## config.mk

```make
export PLATFORM = sky130hd
export DESIGN_NAME = uart_rx
export DESIGN_NICKNAME = d
export VERILOG_FILES = /design/src/rtl/uart_rx.sv
export SDC_FILE = /design/constraint.sdc
export NUM_CORES = 1
export LEC_CHECK = 0
export ABC_AREA = 1
export CORE_MARGIN = 2
export CORE_UTILIZATION = 45
export CTS_CLUSTER_DIAMETER = 150
export DETAILED_ROUTE_END_ITERATION = 10
export MAX_ROUTING_LAYER = met4
export PLACE_DENSITY_LB_ADDON = 0.15
export SETUP_SLACK_MARGIN = 0.02
export SYNTH_ARGS = -nofsm -noshare
export SYNTH_HDL_FRONTEND = slang
export SYNTH_SLANG_ARGS = --single-unit
```

## constraint.sdc

```tcl
create_clock -name clk -period 1.6 [get_ports clk]
set_input_delay 0.32 -clock clk [delete_from_list [all_inputs] [get_ports clk]]
set_output_delay 0.32 -clock clk [all_outputs]
set_load 0.005 [all_outputs]
```

## src/rtl/uart_rx.sv

```systemverilog
// UART receiver: oversampled start/8-data/optional-parity/stop framing, LSB first.
// Presents each byte with a one-cycle valid strobe and parity/framing error flags.
module uart_rx #(
  parameter int unsigned OVERSAMPLE = 16
) (
  input  logic       clk,
  input  logic       reset,
  input  logic       os_tick,
  input  logic       rx,
  input  logic [1:0] parity_mode,
  output logic [7:0] rx_data,
  output logic       rx_valid,
  output logic       parity_err,
  output logic       frame_err,
  output logic       rx_busy
);

  localparam int unsigned CW = $clog2(OVERSAMPLE);
  localparam logic [CW-1:0] HALF_LAST = CW'(OVERSAMPLE / 2 - 1);
  localparam logic [CW-1:0] FULL_LAST = CW'(OVERSAMPLE - 1);

  typedef enum logic [2:0] {
    S_IDLE, S_START, S_DATA, S_PARITY, S_STOP, S_WAIT_HIGH
  } state_t;

  state_t      state, state_next;
  logic [1:0]  sync;
  logic        rx_s;
  logic [CW-1:0] cnt, cnt_next;
  logic [2:0]  bit_idx, bit_idx_next;
  logic [7:0]  shift, shift_next;
  logic [1:0]  mode, mode_next;
  logic        par_flag, par_flag_next;
  logic        has_par_c, exp_par_c, done_c;
  logic [7:0]  rx_data_next;
  logic        rx_valid_next, parity_err_next, frame_err_next, rx_busy_next;

  assign rx_s      = sync[1];
  assign has_par_c = (mode == 2'b01) || (mode == 2'b10);
  assign exp_par_c = (mode == 2'b01) ? ^shift : ~^shift;

  // Two-flop synchronizer, idles high
  always_ff @(posedge clk or negedge reset) begin
    if (!reset) sync <= 2'b11;
    else        sync <= {sync[0], rx};
  end

  // State, datapath and output registers
  always_ff @(posedge clk or negedge reset) begin
    if (!reset) begin
      state      <= S_IDLE;
      cnt        <= '0;
      bit_idx    <= '0;
      shift      <= '0;
      mode       <= '0;
      par_flag   <= 1'b0;
      rx_data    <= '0;
      rx_valid   <= 1'b0;
      parity_err <= 1'b0;
      frame_err  <= 1'b0;
      rx_busy    <= 1'b0;
    end else begin
      state      <= state_next;
      cnt        <= cnt_next;
      bit_idx    <= bit_idx_next;
      shift      <= shift_next;
      mode       <= mode_next;
      par_flag   <= par_flag_next;
      rx_data    <= rx_data_next;
      rx_valid   <= rx_valid_next;
      parity_err <= parity_err_next;
      frame_err  <= frame_err_next;
      rx_busy    <= rx_busy_next;
    end
  end

  // Next-state and datapath; everything advances only on os_tick
  always_comb begin
    state_next    = state;
    cnt_next      = cnt;
    bit_idx_next  = bit_idx;
    shift_next    = shift;
    mode_next     = mode;
    par_flag_next = par_flag;
    done_c        = 1'b0;
    if (os_tick) begin
      case (state)
        S_IDLE: begin
          if (!rx_s) begin
            mode_next     = parity_mode;
            par_flag_next = 1'b0;
            cnt_next      = '0;
            state_next    = S_START;
          end
        end
        S_START: begin
          if (cnt == HALF_LAST) begin
            if (rx_s) begin
              state_next = S_IDLE;
            end else begin
              cnt_next     = '0;
              bit_idx_next = '0;
              state_next   = S_DATA;
            end
          end else begin
            cnt_next = cnt + CW'(1);
          end
        end
        S_DATA: begin
          if (cnt == FULL_LAST) begin
            shift_next[bit_idx] = rx_s;
            cnt_next            = '0;
            if (bit_idx == 3'd7) state_next = has_par_c ? S_PARITY : S_STOP;
            else                 bit_idx_next = bit_idx + 3'd1;
          end else begin
            cnt_next = cnt + CW'(1);
          end
        end
        S_PARITY: begin
          if (cnt == FULL_LAST) begin
            par_flag_next = (rx_s != exp_par_c);
            cnt_next      = '0;
            state_next    = S_STOP;
          end else begin
            cnt_next = cnt + CW'(1);
          end
        end
        S_STOP: begin
          if (cnt == FULL_LAST) begin
            done_c     = 1'b1;
            cnt_next   = '0;
            state_next = rx_s ? S_IDLE : S_WAIT_HIGH;
          end else begin
            cnt_next = cnt + CW'(1);
          end
        end
        S_WAIT_HIGH: begin
          if (rx_s) state_next = S_IDLE;
        end
        default: state_next = S_IDLE;
      endcase
    end
  end

  // Output values for the next cycle; data and flags hold between strobes
  always_comb begin
    rx_data_next    = rx_data;
    parity_err_next = parity_err;
    frame_err_next  = frame_err;
    rx_valid_next   = 1'b0;
    rx_busy_next    = (state_next != S_IDLE);
    if (done_c) begin
      rx_data_next    = shift;
      parity_err_next = par_flag;
      frame_err_next  = ~rx_s;
      rx_valid_next   = 1'b1;
    end
  end

endmodule
```

==> flow_metrics.env <==
# physical design summary
export IMPL_clkbuf_count=6
export IMPL_dp_hpwl_um=2940
export IMPL_drt_first_pass_iters=4
export IMPL_grt_busiest_layer="met2"
export IMPL_yosysWarnings=0
export IMPL_fin_tns_setup_ns=0
export IMPL_final_area_mm2=0.00240
export IMPL_comb_power_uw=1090
export IMPL_seqPwrFrac_pct=41.0
export IMPL_switching_power_uw=1130
export IMPL_postSynth_asyncResetShare_pct=100
export IMPL_hp_start="sync[0]$_DFF_PN1_"
export IMPL_critPathMaxFanout=4
export IMPL_critPathMostFrequentCell="nand2_1"
export IMPL_seqCellArea_um2=880
export IMPL_wl_met1_um=1970
export IMPL_lay_top_count="nand2_1"
export IMPL_cts_tree="yes"
export IMPL_cts_setup_buffers=0
export IMPL_gr_usage_met2_pct=28.3
export IMPL_timing_fmax_ghz=0.672
export IMPL_cts_root_buffer="clkbuf_8"
export IMPL_fin_hold_ws_ns=0.359
export IMPL_status="completed"
export IMPL_dr_wl_met3_um=110
export IMPL_yosysCellCount=246
export IMPL_timing_rr_start="cnt[0]$_DFFE_PN0P_"
export IMPL_r2r_end="rx_busy$_DFF_PN0_"
export IMPL_seq_area_share_pct=36.7
export IMPL_layout_min_cycle_time_ns=1.49
export IMPL_reg_largest_list="rx_data: 8 flops, shift: 8 flops, cnt: 4 flops"
export IMPL_synth_adder_area_share_pct=2.57
export IMPL_ir_worst_vdd_mv=0.556
export IMPL_path_clk_slew_ns=0.08
export IMPL_cts_inserted_buffers=5
export IMPL_postCtsHoldBufs=0
export IMPL_grt_util_met3_pct=4.36
export IMPL_p_per_area_mw_per_mm2=1230
export IMPL_critPathBufInv=0
export IMPL_switching_share_pct=38.2
export IMPL_pg_clk_uw=656
export IMPL_ys_sh_mux_pct=0
export IMPL_ys_types=30
export IMPL_lay_top_cells="nand2_1, nand3_1, dfrtp_1, inv_1, clkdlybuf4s50_1"
export IMPL_fill_cells=397
export IMPL_power_group_top="registers"
export IMPL_clk_share_pct=3.65
export IMPL_skew_ns=0.0119
export IMPL_fp_util_pct=47.6
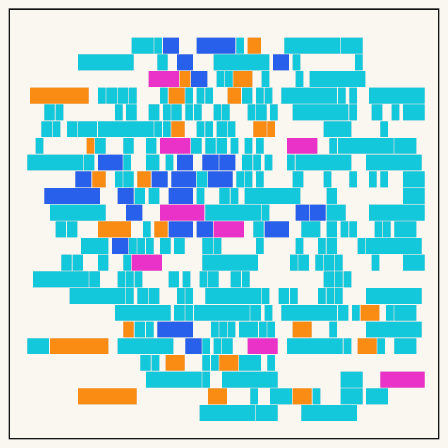
**Above:** sizing map.
legend:
  blue:
    size: _3 and _4 cells
    cells: 25
  orange:
    size: _2 cells
    cells: 24
  cyan:
    size: _0 and _1 cells
    cells: 224
  magenta:
    size: _6 and larger
    cells: 8

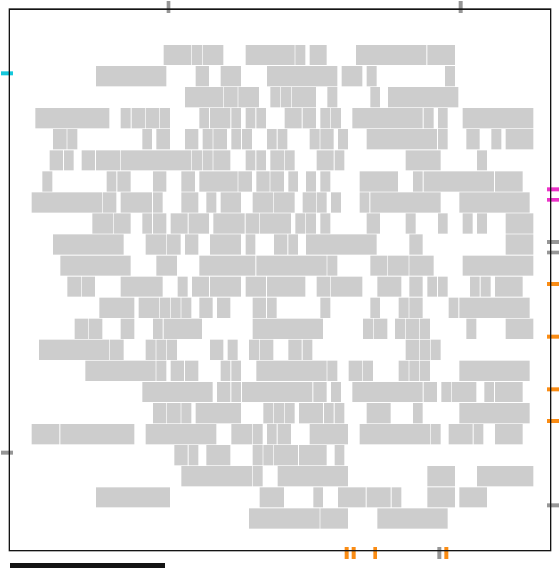
**Above:** pin placement.
The bar under the picture is 20 um long. Pins as bars across the die edge, other pins in grey.
legend:
  orange:
    port: rx_data
    pins: 8
    direction: output
    edge: 4 right, 4 bottom
  magenta:
    port: parity_mode
    pins: 2
    direction: input
    edge: right
  cyan:
    port: clk
    pins: 1
    direction: input
    edge: left
all pins by edge: 9 right, 5 bottom, 2 left, 2 top

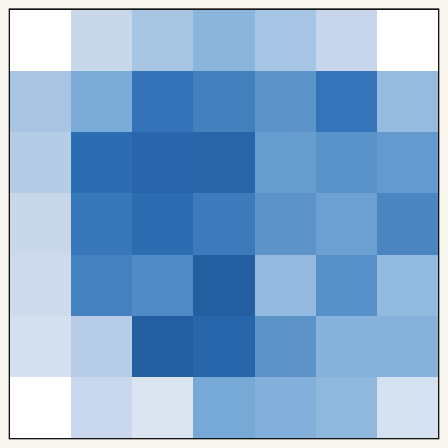
**Above:** cell density map.
The die is cut into 7 by 7 equal tiles; white is low, dark blue is high, 0 to 100% covered.
fullest tile: 82%
tiles over 75% full: 14%
mean over tiles: 48%
emptiest ninth of the die: bottom left
densest ninth of the die: middle

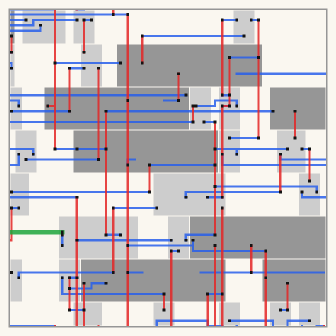
**Above:** close-up of the layout.
Window x 42 to 62, y 42 to 62 um. Cells in grey, sequential cells in the stronger grey; small squares are vias.
legend:
  blue:
    layer: metal 1
  red:
    layer: metal 2
  green:
    layer: metal 3
cells with their middle in the window: 27
netlist names of flops here include: state (2)
most frequent: nand2_1 (12), dfrtp_1 (5), nor2_1 (3)
sequential cells in the window: 5

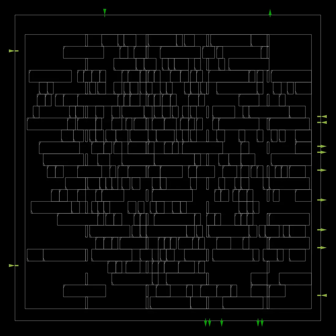
**Above:** placed standard cells.
Final Non-Filler Cells: 331
Tap Count: 50
FP Rows: 23

